File: config.mk
export PLATFORM = sky130hd
export DESIGN_NAME = vga_scanout
export DESIGN_NICKNAME = d
export VERILOG_FILES = /design/src/rtl/vga_scanout.sv
export SDC_FILE = /design/constraint.sdc
export NUM_CORES = 1
export LEC_CHECK = 0
export ABC_AREA = 1
export CAP_MARGIN = 20
export CORE_ASPECT_RATIO = 2
export CORE_MARGIN = 2
export CORE_UTILIZATION = 35
export DETAILED_ROUTE_END_ITERATION = 8
export GPL_TIMING_DRIVEN = 1
export PLACE_DENSITY = 0.56
export SLEW_MARGIN = 20
export SYNTH_ARGS = -nofsm -noshare
export SYNTH_HDL_FRONTEND = slang
export SYNTH_SLANG_ARGS = --single-unit
File: constraint.sdc
create_clock -name clk -period 7.03 [get_ports clk]
set_input_delay 2.109 -clock clk [delete_from_list [all_inputs] [get_ports clk]]
set_output_delay 2.109 -clock clk [all_outputs]
set_load 0.005 [all_outputs]
File: src/rtl/vga_scanout.sv
// -----------------------------------------------------------------------------
// vga_scanout
//
// Purpose
//   VGA timing generator and gray-level scanout. A programmable clock divider
//   produces one pixel tick every (pixel_div + 1) clocks. The pixel tick drives
//   the horizontal/vertical position counters. Every output is registered on a
//   tick edge from the position before the increment, so there is one tick of
//   latency. The exceptions are the two strobes, which last one clk.
//
// Optional feature
//   Define VGA_SCANOUT_TESTPAT_EN to add the test_pattern input. When that
//   input is latched high at frame start, gray_out shows h[GRAY_BITS-1:0] on
//   active pixels, and the framebuffer is not advanced.
//
// Ports
//   clk                   single clock
//   rst                   asynchronous active-high reset
//   pixel_div             clocks per pixel minus 1 (latched at frame start)
//   h_double              horizontal pixel doubling (latched at frame start)
//   frame_pixel_in        framebuffer data, sampled on active ticks
//   test_pattern          (VGA_SCANOUT_TESTPAT_EN only) test pattern select
//   h_sync_out            active-low horizontal sync
//   v_sync_out            active-low vertical sync
//   gray_out              pixel level, 0 outside the active area
//   frame_next_pixel_out  one-clk strobe: framebuffer advance
//   frame_reset_out       one-clk strobe: framebuffer rewind (held in reset)
// -----------------------------------------------------------------------------
module vga_scanout #(
    parameter int H_ACTIVE  = 640,
    parameter int H_FP      = 16,
    parameter int H_SYNC    = 96,
    parameter int H_BP      = 48,
    parameter int V_ACTIVE  = 480,
    parameter int V_FP      = 10,
    parameter int V_SYNC    = 2,
    parameter int V_BP      = 33,
    parameter int GRAY_BITS = 4,
    parameter int DIV_BITS  = 4
) (
    input  logic                 clk,
    input  logic                 rst,
    input  logic [DIV_BITS-1:0]  pixel_div,
    input  logic                 h_double,
    input  logic [GRAY_BITS-1:0] frame_pixel_in,
`ifdef VGA_SCANOUT_TESTPAT_EN
    input  logic                 test_pattern,
`endif
    output logic                 h_sync_out,
    output logic                 v_sync_out,
    output logic [GRAY_BITS-1:0] gray_out,
    output logic                 frame_next_pixel_out,
    output logic                 frame_reset_out
);

    localparam int H_TOTAL = H_ACTIVE + H_FP + H_SYNC + H_BP;
    localparam int V_TOTAL = V_ACTIVE + V_FP + V_SYNC + V_BP;
    localparam int HW      = $clog2(H_TOTAL);
    localparam int VW      = $clog2(V_TOTAL);

    // The comparison constants are one bit wider than the counters. This
    // keeps a sync end equal to the total from overflowing the counter width.
    localparam logic [HW:0] H_ACT_X      = (HW+1)'(H_ACTIVE);
    localparam logic [HW:0] H_SYN_BEG_X  = (HW+1)'(H_ACTIVE + H_FP);
    localparam logic [HW:0] H_SYN_END_X  = (HW+1)'(H_ACTIVE + H_FP + H_SYNC);
    localparam logic [HW:0] H_LAST_X     = (HW+1)'(H_TOTAL - 1);
    localparam logic [VW:0] V_ACT_X      = (VW+1)'(V_ACTIVE);
    localparam logic [VW:0] V_SYN_BEG_X  = (VW+1)'(V_ACTIVE + V_FP);
    localparam logic [VW:0] V_SYN_END_X  = (VW+1)'(V_ACTIVE + V_FP + V_SYNC);
    localparam logic [VW:0] V_LAST_X     = (VW+1)'(V_TOTAL - 1);

    logic [DIV_BITS-1:0]  cnt_q, cnt_d;
    logic [DIV_BITS-1:0]  div_q, div_d;
    logic                 dbl_q, dbl_d;
    logic [HW-1:0]        h_q, h_d;
    logic [VW-1:0]        v_q, v_d;
    logic                 hs_q, hs_d;
    logic                 vs_q, vs_d;
    logic [GRAY_BITS-1:0] gray_q, gray_d;
    logic                 fnp_q, fnp_d;
    logic                 frst_q, frst_d;
    logic                 pend_q, pend_d;   // high from reset until the first tick

    logic                 at_origin;
    logic [DIV_BITS-1:0]  div_cur;
    logic                 dbl_cur;
    logic                 tp_cur;
    logic                 tick;
    logic                 active;
    logic                 advance;
    logic [HW:0]          h_x;
    logic [VW:0]          v_x;
    logic [GRAY_BITS-1:0] pix_src;

`ifdef VGA_SCANOUT_TESTPAT_EN
    logic                      tp_q, tp_d;
    logic [HW+GRAY_BITS-1:0]   h_ext;
`endif

    always_comb begin
        h_x       = {1'b0, h_q};
        v_x       = {1'b0, v_q};
        at_origin = (h_q == '0) && (v_q == '0);

        // At h=0, v=0 the live inputs drive the configuration. They are
        // captured on every clock spent at the origin. From the first pixel
        // onward the frame runs on the captured copy, so changes made
        // mid-frame are ignored. Reset forces the origin, so while reset is
        // held the effective configuration follows the inputs.
        div_cur = at_origin ? pixel_div : div_q;
        dbl_cur = at_origin ? h_double  : dbl_q;

`ifdef VGA_SCANOUT_TESTPAT_EN
        tp_cur  = at_origin ? test_pattern : tp_q;
        tp_d    = tp_cur;
        h_ext   = {{GRAY_BITS{1'b0}}, h_q};
        pix_src = tp_cur ? h_ext[GRAY_BITS-1:0] : frame_pixel_in;
`else
        tp_cur  = 1'b0;
        pix_src = frame_pixel_in;
`endif

        // Using >= rather than == stops a smaller pixel_div, applied while
        // sitting at the origin, from making the divider run past its limit.
        tick    = (cnt_q >= div_cur);
        active  = (h_x < H_ACT_X) && (v_x < V_ACT_X);
        advance = active && (!dbl_cur || !h_q[0]);

        cnt_d  = cnt_q + DIV_BITS'(1);
        div_d  = div_cur;
        dbl_d  = dbl_cur;
        h_d    = h_q;
        v_d    = v_q;
        hs_d   = hs_q;
        vs_d   = vs_q;
        gray_d = gray_q;
        fnp_d  = 1'b0;
        frst_d = pend_q;    // hold the reset-time rewind until the first tick
        pend_d = pend_q;

        if (tick) begin
            cnt_d  = '0;
            pend_d = 1'b0;

            if (h_x == H_LAST_X) begin
                h_d = '0;
                v_d = (v_x == V_LAST_X) ? '0 : v_q + VW'(1);
            end else begin
                h_d = h_q + HW'(1);
            end

            hs_d   = !((h_x >= H_SYN_BEG_X) && (h_x < H_SYN_END_X));
            vs_d   = !((v_x >= V_SYN_BEG_X) && (v_x < V_SYN_END_X));
            // Odd pixels in doubling mode keep the even pixel's level.
            gray_d = active ? (advance ? pix_src : gray_q) : '0;
            fnp_d  = advance && !tp_cur;
            frst_d = (h_q == '0) && (v_x == V_ACT_X);
        end
    end

    always_ff @(posedge clk or posedge rst) begin
        if (rst) begin
            cnt_q  <= '0;
            div_q  <= '0;
            dbl_q  <= 1'b0;
            h_q    <= '0;
            v_q    <= '0;
            hs_q   <= 1'b1;
            vs_q   <= 1'b1;
            gray_q <= '0;
            fnp_q  <= 1'b0;
            frst_q <= 1'b1;
            pend_q <= 1'b1;
`ifdef VGA_SCANOUT_TESTPAT_EN
            tp_q   <= 1'b0;
`endif
        end else begin
            cnt_q  <= cnt_d;
            div_q  <= div_d;
            dbl_q  <= dbl_d;
            h_q    <= h_d;
            v_q    <= v_d;
            hs_q   <= hs_d;
            vs_q   <= vs_d;
            gray_q <= gray_d;
            fnp_q  <= fnp_d;
            frst_q <= frst_d;
            pend_q <= pend_d;
`ifdef VGA_SCANOUT_TESTPAT_EN
            tp_q   <= tp_d;
`endif
        end
    end

    assign h_sync_out           = hs_q;
    assign v_sync_out           = vs_q;
    assign gray_out             = gray_q;
    assign frame_next_pixel_out = fnp_q;
    assign frame_reset_out      = frst_q;

endmodule

==> notes.md, run 1 <==
run results: Ys Warns 0, area reported by Yosys stat between 2000 and 2500 um^2, Syn Nets approximately 270, Initial Util 35.87%, Comb gates roughly 170, outcome finished, final reports clean, combinational share of power 25.0%, Top cells excl fill/tap inv_1, dfrtp_1, nand2_1, FP Rows 40, CP Capture Type flop, number of sequential cells 38, IO Pins 19, Int Pwr 0.0004624 W, Arr. time, crit path 4550 ps, share of cells above drive strength 1 10.78%, R2R depth 18, Routed Antenna Nets 0, CTS tree done, Logic area between 900 and 1000 um^2, CTS buffer count 5, Reg-to-Reg Start h_q[0], Slew @ Worst Pin around 640 ps, Critical R2R Capture v_q[3], clock sinks 38, OpenROAD warning count 28, Taps Inserted 63, first-pass GRT wire length around 7500 um, Lkg Pwr 1.187 nW, Vias/cell about 5.0, Inverters 37, final cycle utilization of the critical path 61.65%, Peak supply drop 0.0001829 V, Max Root-Sink Buffers 2, net switching power between 0.0002 and 0.00025 W, H-Tree Depth 2, Slew headroom 57.04%, max-cap viol count 0, die area 6728 um^2, Congestion Overflow GR 0, main area contributors dfrtp_1, nand3_1, inv_1, nand2_1, ha_1, Fin Clk Skew about 3.8 ps, sequential share of power 44.2%, Hold EP pend_q, first-iteration detailed-routing DRC count 45, Total GRT Usage around 14%, Synth Area per Inst approximately 8.6 um^2, Fillers 633, # hold bufs at CTS 0, clkbuf count 8, sw frac between 30 and 40%, HPWL after DPL 3128 um, DRC viols 0
-- run 1: kinds of logic (layout without fill, tap and decap cells) --
group                      count (synthesis)  count (layout)  synth area share [%]
DFF                                       38              38                 45.13
xor gates and xnor gates                  11              11                 4.548
buffers and inverters                     41              64                 8.269
and+or+nand+nor                          122             122                 30.01
AOI/OAI and AO/OA                         25              25                 6.734
adders and majority gates                  9               9                 5.316
-- run 1: state kept, by name, indices dropped and copies added (netlist names) --
signal and cells:
frame_reset_out 1, v_sync_out 1, pend_q 1, div_q 4, cnt_q 4, gray_out 4
h_q 10, v_q 10, h_sync_out 1, frame_next_pixel_out 1, dbl_q 1
-- run 1: per-layer routing --
metal | vias to the layer above | part of all wire, % | global-route usage, %
met5 | - | 0 | 0
met4 | 0 | 1.2 | 5.152
met3 | 4 | 3.9 | 3.288
met2 | 31 | 50 | 24.00
met1 | 787 | 45 | 17.40
li1 | 849 | - | -
-- run 1: power groups by stage --
stage | registers (W) | clock network [W] | logic [W]
after detailed placement | 0.000307 | 0 | 0.000174
after CTS | 0.000304 | 0.000221 | 0.000177
after global routing | 0.000311 | 0.000228 | 0.000203
final | 0.000304 | 0.000212 | 0.000172
after global placement | 0.000306 | 0 | 0.000171
after floorplan | 0.000297 | 0 | 0.000139
-- run 1: worst max-delay path, stage by stage --
cell	delay, ps
clkdlybuf4s50_1	460
nor2_1	50
nor2_1	120
inv_1	60
ha_1	290
inv_1	60
o21bai_1	60
nand3_1	80
nand3_2	500
nand2_4	340
clkinv_2	160
o21ai_0	110
o21a_1	150
-- run 1: through the flow --
step | setup WS [ps] | hold slack, ps | cell area, um^2
3_3_place_gp | 2487 | 439.4 | 2350
4_1_cts | 2664 | 463.4 | 2486
5_1_grt | 2431 | 489.6 | 2486
2_1_floorplan | 3613 | 424.7 | 2118
3_5_place_dp | 2397 | 452.6 | 2350
6_report | 2696 | 457.9 | 2486
-- run 1: cell usage after synthesis (all sizes together) --
| master | number |
|---|---|
| a21oi | 4 |
| a31o | 1 |
| a41oi | 1 |
| and2 | 1 |
| buf | 3 |
| clkbuf | 1 |
| clkinv | 1 |
| dfrtp | 34 |
| dfstp | 4 |
| ha | 9 |
| inv | 36 |
| nand2 | 36 |
| nand3 | 31 |
| nand4 | 11 |
| nor2 | 34 |
| nor3 | 7 |
| nor4 | 2 |
| o211ai | 1 |
| o21a | 2 |
| o21ai | 15 |
| o21bai | 1 |
| xnor2 | 3 |
| xor2 | 8 |
-- run 1: how the worst max path moves through the flow --
| stage | startpoint | to | slack (ps) | cells past startpoint |
|---|---|---|---|---|
| 5_1_grt | pixel_div[1] | v_q[3] | 2430 | 13 |
| 3_3_place_gp | pixel_div[1] | v_q[4] | 2490 | 13 |
| 2_1_floorplan | pixel_div[1] | h_q[7] | 3610 | 11 |
| 4_1_cts | pixel_div[1] | v_q[3] | 2660 | 13 |
| 6_report | pixel_div[1] | v_q[3] | 2700 | 13 |
| 3_5_place_dp | pixel_div[1] | v_q[3] | 2400 | 13 |
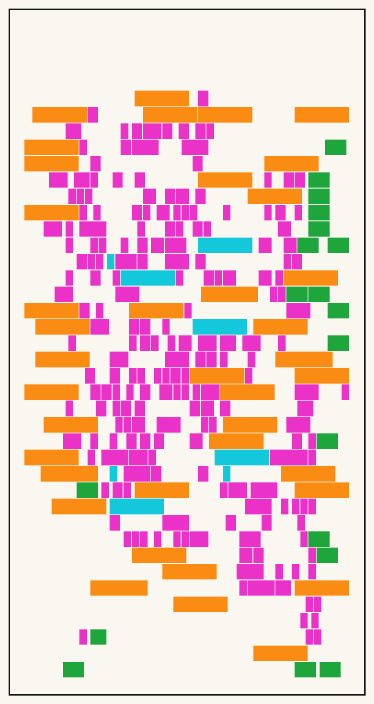
**Above:** run 1 (placed cells, one color a class).
(6 px per um)
- flops: orange (cells 38; share of their area 40%)
- clock drivers and dummy loads: cyan (cells 8; share of their area 5.7%)
- other buffers and delay cells: green (cells 19; share of their area 7.8%)
- combinational and other logic: magenta (cells 204; share of their area 47%)
Seq/total area: 38.45%
Final Instance Area: 2486 um^2

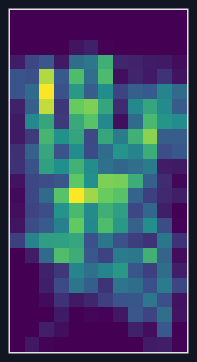
**Above:** run 1 (routed metal per tile).
(3 px per um) The die is cut into 12 by 23 equal tiles; dark purple is low, yellow is high, scaled to the fullest tile. Values are wire area over tile area, all layers added.
- nearly empty tiles: 24%
- tiles over half the peak: 18%
- mean over tiles: 0.097
- emptiest ninth of the die: bottom left
Vias: 1671
wire per inst: 12.60 um
WL final: 4182 um

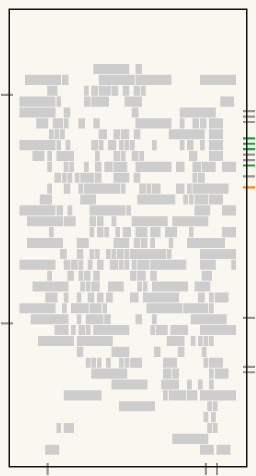
**Above:** run 1 (ports around the boundary).
(4 px per um) Pins as bars across the die edge, other pins in gray.
- h_sync_out: orange (pins 1; direction output; edge right)
- frame_pixel_in: green (pins 4; direction input; edge right)
Die Span X: 59.01 um
Port Buf Inserts: 18

--- run 2 (diff from run 1) ---
==> constraint.sdc (replaced) <==
create_clock -name clk -period 4.05 [get_ports clk]
set_input_delay 1.215 -clock clk [delete_from_list [all_inputs] [get_ports clk]]
set_output_delay 1.215 -clock clk [all_outputs]
set_load 0.005 [all_outputs]
==> run 2 against run 1 <==
Compared with the run above: combinational power up 76%; die area unchanged; design area up 2.8%; largest cell class unchanged; synthesized cell count unchanged; final cell count up 0.30%.
==> notes.md, run 2 <==
run results: EDFF count, synth 0 (unchanged), Arr. time, crit path 3240 ps (-1310 ps), CP Cell Sequence clkdlybuf4s50_1 > nor2_1 > nor2_1 > inv_1 > ha_1 > inv_1 > o21bai_1 > nand3_1 > nand3_2 > buf_4 > nand2_1 > o21ai_0 > a21oi_1, ys cells roughly 250, Slew @ Worst Pin 478.3 ps (-165.4 ps), DP Area 2357 um^2 (+0.32%), fraction of registers with async set/reset 100.0% (unchanged), Final Instance Area 2556 um^2 (+2.8%), CP startpoint pixel_div[1], CP Capture Type flop, Initial Util 35.87% (unchanged), Synth Area per Inst 8.611 um^2 (unchanged), Congestion Overflow GR 0 (unchanged), Port Buf Inserts 18 (unchanged), IO Pins 19 (unchanged), OpenROAD warning count 28 (unchanged), Final Hold Vio Count 0, Logic area 987.2 um^2 (unchanged), CTS tree done, clock sinks 38 (unchanged), Routed Antenna Nets 0 (unchanged), die area 6728 um^2 (unchanged), CTS buffer count 5 (unchanged), first-iteration detailed-routing DRC count 95 (+110%), sw frac 29.53% (-3.3 points), FP Rows 40 (unchanged), main flop type dfrtp_1, Commonest cells post-synth inv_1, dfrtp_1, nand2_1, Max Root-Sink Buffers 2 (unchanged), Vias/cell 4.958 (-1.5%), Fillers 584 (-7.7%), Lkg Pwr 1.225 nW (+3.1%), Fin Clk Skew 5.147 ps (+1.372 ps), DRC viols 0 (unchanged), area reported by Yosys stat 2118 um^2 (unchanged), Reg-to-Reg Start h_q[0], Slew headroom 68.11% (+11 points), largest registers h_q (10), v_q (10), net switching power 0.0003968 W (+75%), sequential share of power 39.4% (-4.8 points), final cycle utilization of the critical path 76.13%, Critical R2R Capture h_q[6], CP peak stage delay 450 ps (-50 ps), Top delay family on crit path buffers and inverters, Peak supply drop 0.0002671 V (+46%), first-pass GRT wire length 7431 um (-0.92%), slowest CP cell clkdlybuf4s50_1, outcome finished, final reports clean, H-Tree Depth 2 (unchanged), Ys Warns 0 (unchanged), combinational share of power 22.5% (-2.5 points), Die Span X 59.01 um (unchanged), Worst Hold Slack 444.3 ps (-13.62 ps), Max Fanout on Critical Path 27, Top cells excl fill/tap inv_1, dfrtp_1, nand2_1, Int Pwr 0.0009470 W (+100%), top-count cell post-synth inv_1, share of cells above drive strength 1 12.22% (+1.4 points), Setup Viol. Count Final 0, crit path buf inv count 4 (unchanged)
[run 2: cell counts after synthesis]
No cell type changed its count.
[run 2: logic make-up after synthesis]
group | count (synthesis) | synth area share [%]
simple gates | 122 | 30.01
buf+inv | 41 | 8.269
flops | 38 | 45.13
compound gates | 25 | 6.734
xor+xnor | 11 | 4.548
fa+ha+maj | 9 | 5.316
[run 2: layout make-up]
type	count	area share, %
Clock buffer	6	5.433
Clock inverter	2	2.349
Inverter	37	5.482
Multi-Input combinational cell	167	38.62
Sequential cell	38	37.40
Tap cell	63	3.084
Timing Repair Buffer	20	7.636
[run 2: worst max-delay path by stage]
stage / to / cells after the start / slack (ps)
2_1_floorplan: h_q[7] / 11 / 1530
5_1_grt: h_q[6] / 18 / 730
4_1_cts: h_q[6] / 13 / 950
3_5_place_dp: h_q[6] / 13 / 660
3_3_place_gp: h_q[6] / 13 / 760
6_report: h_q[6] / 13 / 970
[run 2: layer usage]
| layer | share of wire (%) | vias up | global-route usage, % |
|---|---|---|---|
| met5 | 0 | - | 0 |
| met4 | 1.1 | 0 | 3.636 |
| met3 | 4.7 | 4 | 3.741 |
| met2 | 48 | 40 | 22.52 |
| met1 | 46 | 759 | 18.73 |
| li1 | - | 848 | - |
[run 2: power groups by stage]
stage | Combinational [W] | Clock, W | Sequential, W
6_report | 0.000302 | 0.000513 | 0.000529
5_1_grt | 0.000361 | 0.000544 | 0.000543
4_1_cts | 0.000306 | 0.000527 | 0.000528
3_5_place_dp | 0.000305 | 0 | 0.000534
3_3_place_gp | 0.000298 | 0 | 0.000533
2_1_floorplan | 0.000241 | 0 | 0.000516
[run 2: worst register-to-register path, stage by stage (launching register included)]
cell	delay [ps]
dfrtp_1	470
inv_1	130
ha_1	150
nand3_1	110
nor2_4	180
nand2_4	90
inv_1	120
nor2_1	50
nor2_1	120
inv_1	60
ha_1	280
inv_1	40
o21bai_1	130
nand3_1	100
nand3_2	140
buf_4	300
nand2_1	130
o21ai_0	160
a21oi_1	50
[run 2: stage by stage]
| step | setup slack, ps | instances |
|---|---|---|
| 6_report | 966.5 | 333 |
| 5_1_grt | 731.2 | 333 |
| 4_1_cts | 951.4 | 333 |
| 3_5_place_dp | 658.5 | 325 |
| 3_3_place_gp | 759.0 | 325 |
| 2_1_floorplan | 1527 | 246 |
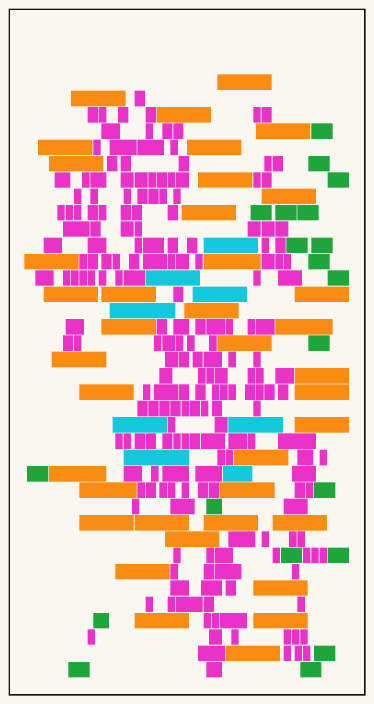
**Above:** run 2 (placed cells, one color a class).
(6 px per um)
- other buffers and delay cells: green (cells 20; share of their area 7.9%)
- flops: orange (cells 38; share of their area 39%)
- combinational and other logic: magenta (cells 204; share of their area 46%)
- clock drivers and dummy loads: cyan (cells 8; share of their area 8.0%)
Core ar.: 5906 um^2
Core Util, Final: 43.28%

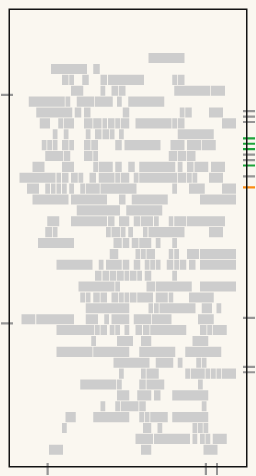
**Above:** run 2 (ports around the boundary).
(4 px per um) Pins as bars across the die edge, other pins in gray.
- h_sync_out: orange (pins 1; direction output; edge right)
- frame_pixel_in: green (pins 4; direction input; edge right)
- all pins by edge: 14 right, 3 bottom, 2 left
DIE HEIGHT: 114.0 um

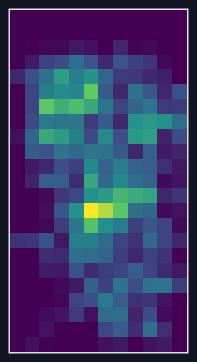
**Above:** run 2 (routed metal per tile).
(3 px per um) The die is cut into 12 by 23 equal tiles; dark purple is low, yellow is high, scaled to the fullest tile. Values are wire area over tile area, all layers added.
- nearly empty tiles: 27%
- emptiest ninth of the die: bottom left
- mean over tiles: 0.095
- tiles over half the peak: 9.1%
Vias: 1651
wire per inst: 12.17 um
Total GRT Usage: 14.11%
WL final: 4051 um

Power and IR drop assume default switching activity.
